===== src/rtl/if_stage_if.sv =====
// Signal bundle between the fetch stage, its instruction memory and the decode stage.
interface if_stage_if;
  logic        id_allowin;
  logic        br_taken;
  logic [31:0] br_target;
  logic        int_exc;

  logic        inst_req;
  logic [31:0] inst_addr;
  logic        inst_addr_ok;
  logic        inst_data_ok;
  logic [31:0] inst_rdata;

  logic        if_to_id_valid;
  logic [31:0] if_pc;
  logic [31:0] if_pc_add4;
  logic [31:0] if_inst;
  logic        if_exc;
  logic [5:0]  if_excode;

  modport master (
    input  id_allowin, br_taken, br_target, int_exc,
    input  inst_addr_ok, inst_data_ok, inst_rdata,
    output inst_req, inst_addr,
    output if_to_id_valid, if_pc, if_pc_add4, if_inst, if_exc, if_excode
  );

  modport slave (
    output id_allowin, br_taken, br_target, int_exc,
    output inst_addr_ok, inst_data_ok, inst_rdata,
    input  inst_req, inst_addr,
    input  if_to_id_valid, if_pc, if_pc_add4, if_inst, if_exc, if_excode
  );
endinterface


===== src/rtl/if_stage.sv =====
// Instruction fetch stage: one outstanding memory request, branch redirect after the
// delay slot, exception flush with discard of in-flight data, AdEL on misaligned PC.
module if_stage #(
  parameter logic [31:0] RESET_PC = 32'hbfc00000,
  parameter logic [31:0] EXC_PC   = 32'hbfc00380
) (
  input  logic         clk,
  input  logic         resetn,
  if_stage_if.master   bus
);

  localparam int unsigned AW = 32;
  localparam int unsigned EW = 6;
  localparam logic [EW-1:0] EXC_ADEL = 6'h04;

  typedef enum logic [1:0] {S_REQ, S_WAIT, S_VALID} state_t;

  state_t        state, state_nxt;
  logic [AW-1:0] fetch_pc;
  logic [AW-1:0] br_pc;
  logic [AW-1:0] if_pc_q;
  logic [AW-1:0] if_inst_q;
  logic          if_exc_q;
  logic          discard;
  logic          br_pending;
  logic          req;
  logic          valid;
  logic          aligned;
  logic          handshake;

  assign aligned   = (fetch_pc[1:0] == 2'b00);
  assign handshake = (state == S_VALID) && bus.id_allowin;

  // State register
  always_ff @(posedge clk or negedge resetn) begin
    if (!resetn) state <= S_REQ;
    else         state <= state_nxt;
  end

  // Next-state logic; int_exc overrides every other event
  always_comb begin
    state_nxt = state;
    unique case (state)
      S_REQ: begin
        if (aligned) begin
          if (bus.inst_addr_ok) state_nxt = S_WAIT;
        end else if (!bus.int_exc) begin
          state_nxt = S_VALID;
        end
      end
      S_WAIT: begin
        if (bus.inst_data_ok)
          state_nxt = (bus.int_exc || discard) ? S_REQ : S_VALID;
      end
      S_VALID: begin
        if (bus.int_exc || handshake) state_nxt = S_REQ;
      end
      default: state_nxt = S_REQ;
    endcase
  end

  // Output decode; the request is held off while reset is asserted
  always_comb begin
    req   = 1'b0;
    valid = 1'b0;
    unique case (state)
      S_REQ:   req   = resetn && aligned;
      S_VALID: valid = 1'b1;
      default: ;
    endcase
  end

  // Fetch PC, redirect bookkeeping and the instruction register toward decode
  always_ff @(posedge clk or negedge resetn) begin
    if (!resetn) begin
      fetch_pc   <= RESET_PC;
      br_pc      <= '0;
      br_pending <= 1'b0;
      discard    <= 1'b0;
      if_pc_q    <= RESET_PC;
      if_inst_q  <= '0;
      if_exc_q   <= 1'b0;
    end else if (bus.int_exc) begin
      fetch_pc   <= EXC_PC;
      br_pending <= 1'b0;
      discard    <= ((state == S_WAIT) && !bus.inst_data_ok) || (req && bus.inst_addr_ok);
    end else begin
      if (handshake) begin
        br_pending <= 1'b0;
        if (bus.br_taken)  fetch_pc <= bus.br_target;
        else if (br_pending) fetch_pc <= br_pc;
        else                 fetch_pc <= fetch_pc + AW'(4);
      end else if (bus.br_taken) begin
        br_pending <= 1'b1;
        br_pc      <= bus.br_target;
      end

      if ((state == S_REQ) && !aligned) begin
        if_pc_q   <= fetch_pc;
        if_inst_q <= '0;
        if_exc_q  <= 1'b1;
      end

      if ((state == S_WAIT) && bus.inst_data_ok) begin
        if (discard) begin
          discard <= 1'b0;
        end else begin
          if_pc_q   <= fetch_pc;
          if_inst_q <= bus.inst_rdata;
          if_exc_q  <= 1'b0;
        end
      end
    end
  end

  assign bus.inst_req       = req;
  assign bus.inst_addr      = fetch_pc;
  assign bus.if_to_id_valid = valid;
  assign bus.if_pc          = if_pc_q;
  assign bus.if_pc_add4     = if_pc_q + AW'(4);
  assign bus.if_inst        = if_inst_q;
  assign bus.if_exc         = if_exc_q;
  assign bus.if_excode      = if_exc_q ? EXC_ADEL : '0;

endmodule


===== src/flat_wrapper.sv =====
// flat-port wrapper written by rule: the top's interface ports become plain ports
module if_stage_flat 
#(
  parameter logic [31:0] RESET_PC = 32'hbfc00000,
  parameter logic [31:0] EXC_PC   = 32'hbfc00380
)
  (clk, resetn, bus_id_allowin, bus_br_taken, bus_br_target, bus_int_exc, bus_inst_addr_ok, bus_inst_data_ok, bus_inst_rdata, bus_inst_req, bus_inst_addr, bus_if_to_id_valid, bus_if_pc, bus_if_pc_add4, bus_if_inst, bus_if_exc, bus_if_excode);
  if_stage_if bus_i ();
  input  logic clk;
  input  logic resetn;
  input wire logic [$bits(bus_i.id_allowin)-1:0] bus_id_allowin;
  input wire logic [$bits(bus_i.br_taken)-1:0] bus_br_taken;
  input wire logic [$bits(bus_i.br_target)-1:0] bus_br_target;
  input wire logic [$bits(bus_i.int_exc)-1:0] bus_int_exc;
  input wire logic [$bits(bus_i.inst_addr_ok)-1:0] bus_inst_addr_ok;
  input wire logic [$bits(bus_i.inst_data_ok)-1:0] bus_inst_data_ok;
  input wire logic [$bits(bus_i.inst_rdata)-1:0] bus_inst_rdata;
  output wire logic [$bits(bus_i.inst_req)-1:0] bus_inst_req;
  output wire logic [$bits(bus_i.inst_addr)-1:0] bus_inst_addr;
  output wire logic [$bits(bus_i.if_to_id_valid)-1:0] bus_if_to_id_valid;
  output wire logic [$bits(bus_i.if_pc)-1:0] bus_if_pc;
  output wire logic [$bits(bus_i.if_pc_add4)-1:0] bus_if_pc_add4;
  output wire logic [$bits(bus_i.if_inst)-1:0] bus_if_inst;
  output wire logic [$bits(bus_i.if_exc)-1:0] bus_if_exc;
  output wire logic [$bits(bus_i.if_excode)-1:0] bus_if_excode;
  assign bus_i.id_allowin = bus_id_allowin;
  assign bus_i.br_taken = bus_br_taken;
  assign bus_i.br_target = bus_br_target;
  assign bus_i.int_exc = bus_int_exc;
  assign bus_i.inst_addr_ok = bus_inst_addr_ok;
  assign bus_i.inst_data_ok = bus_inst_data_ok;
  assign bus_i.inst_rdata = bus_inst_rdata;
  assign bus_inst_req = bus_i.inst_req;
  assign bus_inst_addr = bus_i.inst_addr;
  assign bus_if_to_id_valid = bus_i.if_to_id_valid;
  assign bus_if_pc = bus_i.if_pc;
  assign bus_if_pc_add4 = bus_i.if_pc_add4;
  assign bus_if_inst = bus_i.if_inst;
  assign bus_if_exc = bus_i.if_exc;
  assign bus_if_excode = bus_i.if_excode;
  if_stage #(.RESET_PC(RESET_PC), .EXC_PC(EXC_PC)) u_core (.clk(clk), .resetn(resetn), .bus(bus_i));
endmodule

===== config.mk =====
export PLATFORM = sky130hd
export DESIGN_NAME = if_stage_flat
export DESIGN_NICKNAME = d
export VERILOG_FILES = /design/src/rtl/if_stage_if.sv /design/src/rtl/if_stage.sv /design/src/flat_wrapper.sv
export SDC_FILE = /design/constraint.sdc
export NUM_CORES = 1
export LEC_CHECK = 0
export CAP_MARGIN = 20
export CORE_ASPECT_RATIO = 1.5
export CORE_MARGIN = 2
export CORE_UTILIZATION = 42
export DETAILED_ROUTE_END_ITERATION = 7
export PLACE_DENSITY = 0.73
export SLEW_MARGIN = 40
export SYNTH_ARGS = -nofsm -noshare
export SYNTH_HDL_FRONTEND = slang
export SYNTH_SLANG_ARGS = --single-unit

===== constraint.sdc =====
create_clock -name clk -period 2.5 [get_ports clk]
set_input_delay 0.5 -clock clk [delete_from_list [all_inputs] [get_ports clk]]
set_output_delay 0.5 -clock clk [all_outputs]
set_load 0.01 [all_outputs]

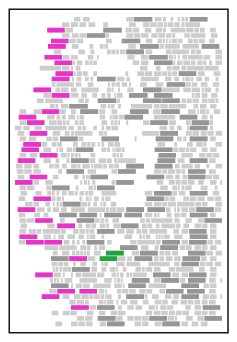
run_1/registers.png
Scale: 2 px per um. Other sequential cells in the stronger gray, the rest of the logic in the fainter gray.
legend:
  magenta:
    name_in_the_netlist: u_core.br_pc
    sequential_cells: 32
    where: a column on the left
  green:
    name_in_the_netlist: u_core.state
    sequential_cells: 2
power consumed by sequential cells: 2.93 mW
sequential standard cell area: 3351 um^2
fin util: 0.6533
fraction of standard cell area that is sequential: 0.3182

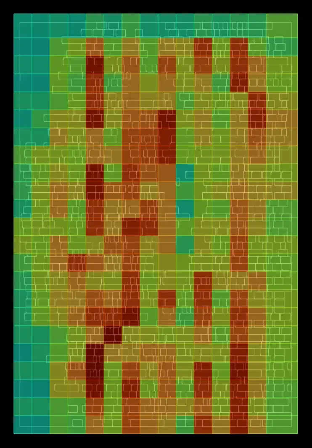
run_1/final_congestion.png
most used routing layer in global routing: met2
met1 global-route usage: 0.2926
total global-route track usage: 0.2561
met2 routing resource usage after global routing: 0.4517
fraction of met3 tracks used by global routing: 0.04843

==> flow_results.xml, run 1 <==
<?xml version="1.0" encoding="UTF-8"?>
<metrics>
  <group name="synthesis">
    <metric name="simple_gate_area_frac" unit="">0.1450</metric>
    <metric name="synth-compound-area-share" unit="">0.1751</metric>
    <metric name="post_synth_inst_count" unit="">630</metric>
    <metric name="synthesis.area_per_instance" unit="um^2">10.95</metric>
    <metric name="synth_async_sr_flop_share" unit="">1.000</metric>
    <metric name="netlist_area" unit="um^2">6902</metric>
  </group>
  <group name="clock_network">
    <metric name="clk_root_buffer_cell" unit="">sky130_fd_sc_hd__clkbuf_16</metric>
    <metric name="worst_skew_pair.late_latency" unit="ns">0.43</metric>
    <metric name="cts.clk_slew.worst_paths" unit="ns">0.06</metric>
  </group>
  <group name="power_and_ir_drop">
    <metric name="post-layout-total-power" unit="mW">8.246</metric>
    <metric name="combPwrFrac" unit="">0.296</metric>
    <metric name="dominant_power_group" unit="">sequential cells</metric>
    <metric name="pwr.group.combinational" unit="mW">2.44</metric>
    <metric name="intPower" unit="mW">5.930</metric>
    <metric name="power.share.switching" unit="">0.2809</metric>
    <metric name="p_switching" unit="mW">2.316</metric>
    <metric name="power_density" unit="nW/um^2">783.0</metric>
  </group>
  <group name="layout">
    <metric name="clk_share" unit="">0.06440</metric>
    <metric name="layout-area-overhead-vs-synth" unit="%">52.57</metric>
    <metric name="finish.cell_count_without_fillers" unit="">1113</metric>
    <metric name="comb_area_share" unit="">0.3296</metric>
    <metric name="nMultiInputCombCells" unit="">430</metric>
    <metric name="final.signal_buffer_count" unit="">288</metric>
    <metric name="area_share_nonclk_buffers" unit="">0.2548</metric>
    <metric name="inv_count" unit="">24</metric>
    <metric name="final_net_count" unit="">967</metric>
    <metric name="seq_cell_count" unit="">133</metric>
    <metric name="clock_buffers" unit="">17</metric>
    <metric name="num-fill-cells" unit="">1265</metric>
  </group>
  <group name="final_timing">
    <metric name="setup_viol" unit="">8</metric>
    <metric name="fmax" unit="MHz">382.8</metric>
    <metric name="rsz0062_at_grt" unit="">true</metric>
    <metric name="report.final.slew_viol_count" unit="">0</metric>
    <metric name="fin_ws" unit="ns">-0.1122</metric>
    <metric name="final_min_period_over_clock_period" unit="">1.045</metric>
    <metric name="timing_hold_violations_final" unit="">0</metric>
  </group>
  <group name="critical_path">
    <metric name="r2r_end" unit="">u_core.bus.inst_addr[30]$_DFFE_PN0P_</metric>
    <metric name="ff2ff_path_depth" unit="">5</metric>
    <metric name="crit_path_end" unit="">bus_if_pc_add4[30]</metric>
    <metric name="critical_path.endpoint_type" unit="">output pin</metric>
    <metric name="cp_top_family" unit="">simple AND/OR/NAND/NOR gates</metric>
    <metric name="critical_path_startpoint" unit="">u_core.bus.if_pc[13]$_DFFE_PN0N_</metric>
  </group>
  <group name="grt">
    <metric name="grt_first_pass_wirelength" unit="um">34630</metric>
    <metric name="globalRoute.totalOverflow" unit="">0</metric>
  </group>
  <group name="run_status">
    <metric name="failed_checks" unit="">negative setup slack</metric>
    <metric name="result_of_the_run" unit="">finished with violations</metric>
  </group>
  <group name="place">
    <metric name="dp.cells" unit="">1071</metric>
    <metric name="port_buffers" unit="">202</metric>
  </group>
  <group name="route">
    <metric name="1st_iter_drt_viols" unit="">519</metric>
  </group>
</metrics>
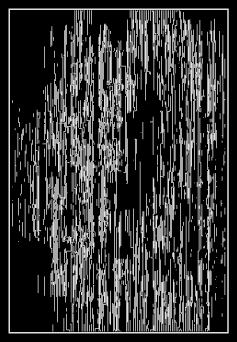
run_1/met2.png
Scale: 2 px per um.
wire length on this layer: 11700 um
share of all routed wire: 53%
nets with wire on the layer: 891
main direction: vertical
wire length after detailed routing: 22200 um
vias after detailed routing: 6431

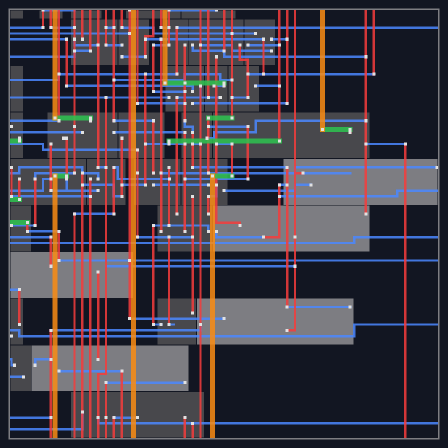
run_1/zoom.png
Region (42, 68) to (67, 93) um. Cells in gray, sequential cells in the stronger gray; small squares are vias.
legend:
  red:
    layer: met2
  green:
    layer: met3
  orange:
    layer: met4
  blue:
    layer: met1
cells with their middle in the window: 25
netlist names of flops here include: u_core.bus.inst_addr (5)
most frequent: dfrtp_1 (5), inv_1 (2)
sequential cells in the window: 5

[run 1: stage by stage]
| stage | setup TNS (ns) | instance area, um^2 | hold slack, ns |
|---|---|---|---|
| after global placement | -1.207 | 9648 | 0.4741 |
| after floorplan | 0 | 6917 | 0.2044 |
| after global routing | -1.692 | 10530 | 0.2053 |
| after CTS | -1.258 | 10500 | 0.2047 |
| final | -0.3772 | 10530 | 0.1734 |
| after detailed placement | -1.682 | 9652 | 0.4809 |
[run 1: what timing repair did]
item / CTS / global route
cloned: 0 / 0
endpoints found under the setup margin: 24 / 22
pin swaps: 13 / 11
hold buffers: 0 / 0
setup buffers: 6 / 5
gates resized: 105 / 11
[run 1: synthesized netlist by cell type, drive strengths merged (5+ instances only)]
master   instances  area share
nand4           10       0.012
nor2            19       0.010
nand3           26       0.019
or4              6      0.0076
a22o            35       0.044
nand2           30       0.016
xnor2           15       0.019
o221a            6      0.0098
o221ai           7      0.0089
clkbuf          31       0.017
a22oi            5      0.0054
nor4            20       0.022
o21ai           16       0.012
nor3            22       0.016
a21oi           16       0.012
nand2b           7      0.0063
o211ai           6      0.0065
dfrtp          115        0.42
a221oi           5      0.0063
or3              5      0.0045
o2bb2ai          6      0.0076
dfstp           18       0.069
o22ai           11       0.010
inv             23       0.013
buf             16       0.015
mux2            63        0.10
xor2            14       0.018
a311oi           7      0.0089
and3             5      0.0045
[run 1: registers in the layout (all words and copies together), names as in the netlist]
name                  cells
u_core.bus.if_inst       32
u_core.bus.inst_addr     32
u_core.bus.if_pc         32
u_core.bus.if_exc         1
u_core.discard            1
u_core.br_pending         1
u_core.state              2
u_core.br_pc             32
[run 1: per-layer routing]
layer	wire length, um	vias to the layer above
met5	0	-
met4	769	0
met3	1318	60
met2	11740	287
met1	8368	3163
li1	-	2921
==> run 2, diff against run 1 <==
- CORE_MARGIN: 2 -> default
- MAX_ROUTING_LAYER: default -> met4
==> run 2 against run 1 <==
Net effect:
- the flow still finishes with violations (negative setup slack)
- maximum frequency up 0.36%
- non-clock buffer count down 7
- first-iteration DRC count is 17% lower
- clock-buffer cell count up 2
- power down 3.7%
- combinational power rose by 2%
- routed wire length decreased by 1.0%
- register-to-register slack better by 0.02 ns
- critical path type unchanged
- highest routed layer unchanged
==> flow_results.xml, run 2 <==
<?xml version="1.0" encoding="UTF-8"?>
<metrics>
  <group name="route">
    <metric name="total_met3_wirelength_after_detailed_routing" unit="um">1278</metric>
    <metric name="num_vias" unit="">6413</metric>
    <metric name="1st_iter_drt_viols" unit="">433</metric>
    <metric name="highest_layer" unit="">met4</metric>
    <metric name="dr_wl_met2" unit="um">11730</metric>
    <metric name="route.layer.met1.wl" unit="um">8454</metric>
  </group>
  <group name="grt">
    <metric name="grt_util_met2" unit="">0.4783</metric>
    <metric name="grt.met3_usage" unit="">0.05362</metric>
    <metric name="total_global_route_track_usage" unit="">0.2726</metric>
    <metric name="globalRoute.totalOverflow" unit="">0</metric>
    <metric name="global_route.peak_usage_layer" unit="">met2</metric>
  </group>
  <group name="synthesis">
    <metric name="synth.cells.most_frequent" unit="">sky130_fd_sc_hd__dfrtp_1, sky130_fd_sc_hd__mux2_2, sky130_fd_sc_hd__a22o_1</metric>
    <metric name="netlist_area" unit="um^2">6902</metric>
    <metric name="yosys.cell_count.top_type" unit="">sky130_fd_sc_hd__dfrtp_1</metric>
    <metric name="post_synth_main_area_contributors" unit="">sky130_fd_sc_hd__dfrtp_1, sky130_fd_sc_hd__dfstp_2, sky130_fd_sc_hd__mux2_2</metric>
    <metric name="synthDominantAreaCellType" unit="">sky130_fd_sc_hd__dfrtp_1</metric>
  </group>
  <group name="critical_path">
    <metric name="cp_top_family" unit="">simple AND/OR/NAND/NOR gates</metric>
    <metric name="r2r_end" unit="">u_core.bus.inst_addr[30]$_DFFE_PN0P_</metric>
    <metric name="critical_path_startpoint" unit="">u_core.bus.if_pc[25]$_DFFE_PN1N_</metric>
  </group>
  <group name="final_timing">
    <metric name="final.hold.worst_slack" unit="ns">0.1781</metric>
    <metric name="fmax" unit="MHz">384.2</metric>
    <metric name="rsz0062_at_grt" unit="">true</metric>
    <metric name="fin_ws" unit="ns">-0.1027</metric>
    <metric name="final_min_period_over_clock_period" unit="">1.041</metric>
    <metric name="fin_tns_setup" unit="ns">-0.6375</metric>
    <metric name="setup_viol" unit="">10</metric>
  </group>
  <group name="clock_network">
    <metric name="number_of_cells_upsized_or_downsized_after_cts" unit="">115</metric>
    <metric name="worst_skew_pair.late_latency" unit="ns">0.42</metric>
    <metric name="holdBufCountCts" unit="">0</metric>
    <metric name="cts_post_setup_buffers_inserted" unit="">7</metric>
    <metric name="cts.clk_slew.worst_paths" unit="ns">0.06</metric>
  </group>
  <group name="layout">
    <metric name="layout.cell_area.non_filler" unit="um^2">10480</metric>
    <metric name="num-fill-cells" unit="">1230</metric>
    <metric name="finish.cell_count_without_fillers" unit="">1106</metric>
  </group>
  <group name="run_status">
    <metric name="failed_checks" unit="">negative setup slack</metric>
    <metric name="result_of_the_run" unit="">finished with violations</metric>
  </group>
  <group name="power_and_ir_drop">
    <metric name="post-layout-total-power" unit="mW">7.937</metric>
  </group>
</metrics>
## run 2: netlist changes by cell type in the layout (fill, tap and decap cells not counted), sizes merged, moves of 2 or more
cell / previous run / this run
clkdlybuf4s15: 3 / 1
inv: 25 / 27
buf: 104 / 99
clkinv: 3 / 7
clkinvlp: 5 / 1
bufinv: 6 / 2
clkbuf: 17 / 19
## run 2: cells by family (layout without fill, tap and decap cells)
group | Yosys count | count (layout) | share of synthesized area
fa+ha+maj | 2 | 2 | 0.003625
buf+inv | 71 | 337 | 0.04478
xor+xnor | 29 | 29 | 0.03680
other cells | 1 | 5 | 0.0005434
simple gates | 173 | 173 | 0.1450
flops | 133 | 133 | 0.4855
mux | 67 | 67 | 0.1086
compound gates | 154 | 154 | 0.1751
## run 2: worst reg2reg max path: stages (launching register included)
cell and delay [ns]:
sky130_fd_sc_hd__dfrtp_1 0.49, sky130_fd_sc_hd__ha_1 0.25, sky130_fd_sc_hd__nand3_1 0.15, sky130_fd_sc_hd__or4_4 0.59, sky130_fd_sc_hd__or3_1 0.37, sky130_fd_sc_hd__o211ai_1 0.17
## run 2: layout make-up
| type | instances | area [um^2] | share of cell area |
|---|---|---|---|
| multi-input combinational | 430 | 3512 | 0.3352 |
| sequential | 133 | 3351 | 0.3198 |
| timing repair buffer | 281 | 2668 | 0.2546 |
| clock buffer | 19 | 452.9 | 0.04323 |
| tap | 206 | 257.7 | 0.02460 |
| clock inverter | 13 | 146.4 | 0.01397 |
| inverter | 24 | 90.09 | 0.008598 |
## run 2: power groups by stage
stage,sequential (mW),combinational [mW],clock [mW]
detailed placement,2.96,2.44,0
global route,2.98,2.67,2.65
CTS,2.92,2.50,2.56
floorplan,3.10,0.808,0
finish,2.93,2.50,2.50
global placement,2.92,2.40,0
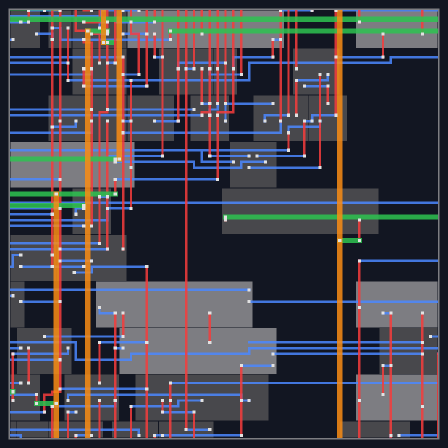
run_2/zoom.png
Region (41, 67) to (66, 92) um. Cells in gray, sequential cells in the stronger gray; small squares are vias.
legend:
  green:
    layer: met3
  red:
    layer: met2
  orange:
    layer: met4
  blue:
    layer: met1
netlist names of flops here include: u_core.bus.inst_addr (5), u_core.bus.if_pc (2)
sequential cells in the window: 7
cells with their middle in the window: 29
most frequent: dfrtp_1 (7), o2bb2ai_1 (2)

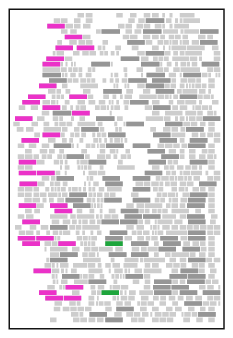
run_2/registers.png
Scale: 2 px per um. Other sequential cells in the stronger gray, the rest of the logic in the fainter gray.
legend:
  green:
    name_in_the_netlist: u_core.state
    sequential_cells: 2
  magenta:
    name_in_the_netlist: u_core.br_pc
    sequential_cells: 32
    where: a column on the left
not colored: 99

Power is estimated from default activity; no workload was simulated.
